===== src/rtl/mem_bridge_pkg.sv =====
// mem_bridge_pkg: shared state type, size codes and size decode for the memory step bridge
package mem_bridge_pkg;
  typedef enum logic [1:0] {ACCEPT, FIRST, SECOND, DONE} bridge_state_t;
  localparam logic [1:0] SZ_BYTE = 2'b00;
  localparam logic [1:0] SZ_HALF = 2'b01;
  localparam logic [1:0] SZ_WORD = 2'b10;
  function automatic logic [2:0] size_bytes(input logic [1:0] ds);
    return ds >= SZ_WORD ? 3'd4 : ds == SZ_BYTE ? 3'd1 : 3'd2;
  endfunction
endpackage


===== src/rtl/mem_step_bridge_lane_align.sv =====
// lane_align: little-endian byte-lane placement of an access across a word pair
module lane_align (
  input  logic [1:0]  i_off,
  input  logic [2:0]  i_n,
  input  logic [31:0] i_wdata,
  output logic [3:0]  o_be0,
  output logic [3:0]  o_be1,
  output logic [31:0] o_d0,
  output logic [31:0] o_d1,
  output logic        o_cross
);
  logic [7:0]  w_be;
  logic [63:0] w_d;
  assign w_be    = ((8'd1 << i_n) - 8'd1) << i_off;
  assign w_d     = {32'b0, i_wdata} << {i_off, 3'b0};
  assign o_be0   = w_be[3:0];
  assign o_be1   = w_be[7:4];
  assign o_d0    = w_d[31:0];
  assign o_d1    = w_d[63:32];
  assign o_cross = |w_be[7:4];
endmodule


===== src/rtl/mem_step_bridge.sv =====
// mem_step_bridge: byte-addressed core bus to word-wide byte-enable RAM with step pacing
module mem_step_bridge
  import mem_bridge_pkg::*;
#(
  parameter int MEM_WORDS = 4096,
  localparam int AW = $clog2(MEM_WORDS)
) (
  input  logic          clk,
  input  logic          rst,
  input  logic [31:0]   address,
  input  logic [31:0]   data_out,
  input  logic          write_enable,
  input  logic [1:0]    data_size,
  input  logic          run,
  input  logic          step,
  output logic [31:0]   data_in,
  output logic          enable_step,
  output logic [AW-1:0] mem_addr,
  output logic [31:0]   mem_wdata,
  output logic [3:0]    mem_be,
  input  logic [31:0]   mem_rdata,
  output logic          fault,
  output logic [31:0]   fault_addr
);
  localparam int MEM_BYTES = 4 * MEM_WORDS;
  bridge_state_t r_state;
  logic [1:0]    r_off;
  logic [AW-1:0] r_w0;
  logic [2:0]    r_n;
  logic          r_we;
  logic [31:0]   r_wdata;
  logic          w_acc, w_oor, w_go0, w_go1, w_cross;
  logic [2:0]    w_n_in;
  logic [3:0]    w_be0, w_be1;
  logic [31:0]   w_d0, w_d1, w_mask;
  logic [5:0]    w_sh1;
  assign w_acc  = r_state == ACCEPT;
  assign w_n_in = size_bytes(data_size);
  assign w_oor  = {1'b0, address} + 33'(w_n_in) > 33'(MEM_BYTES);
  // One aligner serves both halves: live inputs while accepting, latched access afterwards
  lane_align u_align (
    .i_off   (w_acc ? address[1:0] : r_off),
    .i_n     (w_acc ? w_n_in : r_n),
    .i_wdata (w_acc ? data_out : r_wdata),
    .o_be0   (w_be0),
    .o_be1   (w_be1),
    .o_d0    (w_d0),
    .o_d1    (w_d1),
    .o_cross (w_cross)
  );
  // RAM port is driven combinationally so the synchronous RAM samples it at the end of the same cycle
  assign w_go0       = !rst && w_acc && !w_oor;
  assign w_go1       = !rst && r_state == FIRST && w_cross;
  assign mem_addr    = w_go0 ? address[AW+1:2] : w_go1 ? r_w0 + 1'b1 : '0;
  assign mem_be      = w_go0 && write_enable ? w_be0 : w_go1 && r_we ? w_be1 : '0;
  assign mem_wdata   = w_go0 && write_enable ? w_d0 : w_go1 && r_we ? w_d1 : '0;
  assign enable_step = !rst && r_state == DONE && (run || step);
  assign w_mask      = r_n == 3'd4 ? 32'hFFFF_FFFF : r_n == 3'd2 ? 32'h0000_FFFF : 32'h0000_00FF;
  assign w_sh1       = {3'd4 - {1'b0, r_off}, 3'b0};
  always_ff @(posedge clk) begin
    if (rst) begin
      r_state    <= ACCEPT;
      r_off      <= '0;
      r_w0       <= '0;
      r_n        <= '0;
      r_we       <= 1'b0;
      r_wdata    <= '0;
      data_in    <= '0;
      fault      <= 1'b0;
      fault_addr <= '0;
    end else begin
      case (r_state)
        ACCEPT: begin
          r_off   <= address[1:0];
          r_w0    <= address[AW+1:2];
          r_n     <= w_n_in;
          r_we    <= write_enable;
          r_wdata <= data_out;
          r_state <= w_oor ? DONE : FIRST;
          if (w_oor) data_in <= '0;
          if (w_oor && !fault) begin
            fault      <= 1'b1;
            fault_addr <= address;
          end
        end
        FIRST: begin
          if (!r_we) data_in <= (mem_rdata >> {r_off, 3'b0}) & w_mask;
          r_state <= w_cross ? SECOND : DONE;
        end
        SECOND: begin
          if (!r_we) data_in <= data_in | ((mem_rdata << w_sh1) & w_mask);
          r_state <= DONE;
        end
        DONE: r_state <= (run || step) ? ACCEPT : DONE;
      endcase
    end
  end
endmodule


===== config.mk =====
export PLATFORM = sky130hd
export DESIGN_NAME = mem_step_bridge
export DESIGN_NICKNAME = d
export VERILOG_FILES = /design/src/rtl/mem_bridge_pkg.sv /design/src/rtl/mem_step_bridge_lane_align.sv /design/src/rtl/mem_step_bridge.sv
export SDC_FILE = /design/constraint.sdc
export NUM_CORES = 1
export LEC_CHECK = 0
export CORE_MARGIN = 5
export CORE_UTILIZATION = 50
export DETAILED_ROUTE_END_ITERATION = 6
export PLACE_DENSITY_LB_ADDON = 0.3
export SYNTH_ARGS = -nofsm -noshare
export SYNTH_HDL_FRONTEND = slang
export SYNTH_SLANG_ARGS = --single-unit

===== constraint.sdc =====
create_clock -name clk -period 11.2 [get_ports clk]
set_input_delay 1.12 -clock clk [delete_from_list [all_inputs] [get_ports clk]]
set_output_delay 1.12 -clock clk [all_outputs]
set_load 0.02 [all_outputs]

**The metal 3 layer**

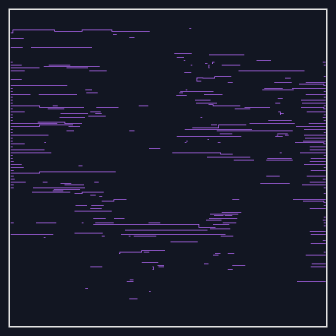
- main direction: horizontal
- share of all routed wire: 6.7%
- nets with wire on the layer: 198
- longest straight run: 49.0 µm
met3 Use GR: 0.04843
routed via count: 9318
Routed Wire Length: 29420 µm

**Signal metal coverage by tile**

The die is cut into 29 by 29 equal tiles; black is low, pale yellow is high, scaled to the fullest tile. Values are wire area over tile area, all layers added.
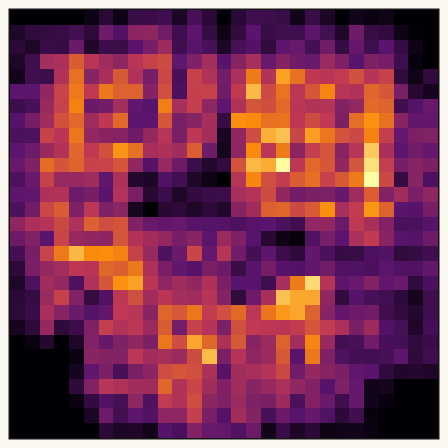
- nearly empty tiles: 7.1%
- fullest tile: 0.65
- mean over tiles: 0.22
- tiles over half the peak: 22%

==> flow_summary_export.csv <==
group,metric,value,unit
run_status,status,"finished, final reports clean",
critical_path,crit_family,"buffers and inverters",
global_routing,met1_usage,0.3573,
clock_tree,hold_buffers,0,
finish,drive_above_1_share,0.06858,
logic_synthesis,synth.distinct_cells,77,
logic_synthesis,edf_count,0,
logic_synthesis,fp_nets,1300,
clock_tree,htree_levels,4,
logic_synthesis,ys_sh_simple,0.2626,
critical_path,critPathMaxFanout,75,
place,pre_cts_slack,4.278,ns
worst_hold_path,holdPathStages,2,
clock_tree,cts_made_buffers,17,
finish,area_growth,29.84,%
logic_synthesis,synth.avg_cell_area,7.918,µm²
logic_synthesis,yosys_warnings,0,
die,dieArea,21600,µm²
global_routing,overflow,0,
clock_tree,cts_tree,"done",
clock_tree,ctsResizeCount,0,
timing,tns,0,ns
power_and_ir_drop,p_sw,0.0007579,W
logic_synthesis,yosys.area.top_type,"dfxtp_1",
logic_synthesis,yosys.area_share.adder,0.01680,
clock_tree,clockBufferDepth,2,
logic_synthesis,postSynthSeqShare,0.2496,
power_and_ir_drop,leakage,4.480,nW
drt,ant_nets,0,
global_routing,grt_pass1_vias,9018,
power_and_ir_drop,peakVddDrop,0.1061,mV
flow_run,warnings,30,
drt,route.detailed.drc,0,
critical_path,r2r_start,"r_state[0]",
worst_hold_path,holdPathEnd,"fault_addr[4]",
logic_synthesis,yosysChipArea,9383,µm²
critical_path,path_cells,"inv_1 > ha_4 > buf_4 > nand2b_1 > and2_1 > nand2_1 > ha_1 > inv_1 > o31a_1 > o221ai_1 > a21oi_1 > nor3_1 > nor2b_1 > o21ai_0 > mux2i_1 > clkdlybuf4s50_1",
timing,fin_skew,0.008525,ns
place,hpwl,20800,µm
critical_path,worst-path-buf-inv,4,
die,ioPinCount,217,
logic_synthesis,most_common_cell,"mux2i_1",
[sequential cells by signal, summed over array words and instances, names as in the netlist]
register	cells
r_w0	12
r_off	2
r_state	2
data_in	32
r_wdata	32
r_we	1
fault_addr	32
r_n	3
fault	1
[metrics by stage]
| stage | hold slack [ns] | instances |
|---|---|---|
| floorplan | 0.4455 | 1185 |
| global placement | 0.4573 | 1559 |
| detailed placement | 0.4598 | 1559 |
| CTS | 0.4727 | 1590 |
| global route | 0.4916 | 1590 |
| finish | 0.4703 | 1590 |
[cell type report]
class	count	area [µm²]
flip-flops and latches	117	2346
well taps	234	292.8
fillers	1621	6397
repair buffers	227	2237
inverters	16	60.06
clock inverters	9	175.2
multi-input cells	965	6608
clock buffers	22	464.2
[power by group through the flow]
| stage | Clock, W | Sequential, W | Combinational [W] |
|---|---|---|---|
| final | 0.000602 | 0.000527 | 0.000880 |
| after global routing | 0.000631 | 0.000535 | 0.000953 |
| after CTS | 0.000610 | 0.000526 | 0.000875 |
| after detailed placement | 0 | 0.000534 | 0.000869 |
| after global placement | 0 | 0.000531 | 0.000864 |
| after floorplan | 0 | 0.000554 | 0.000595 |
[worst reg2reg max path, delay by kind of cell (launching register included)]
family	cells	cell delay (ns)
AND/OR/NAND/NOR	5	1.15
flip-flops	1	0.33
adder cells (fa/ha/maj)	2	0.76
AND-OR/OR-AND	4	0.82
buffers and inverters	3	1.08
[worst max path at each step]
stage / startpoint / endpoint
after floorplan: data_size[0] / mem_wdata[10]
after detailed placement: address[0] / mem_wdata[29]
after global placement: address[0] / mem_wdata[30]
after CTS: r_state[0] / mem_be[2]
after global routing: r_state[0] / mem_be[2]
final: r_state[0] / mem_be[2]
Power figures rest on the tool's default switching activity, not on a simulated workload.
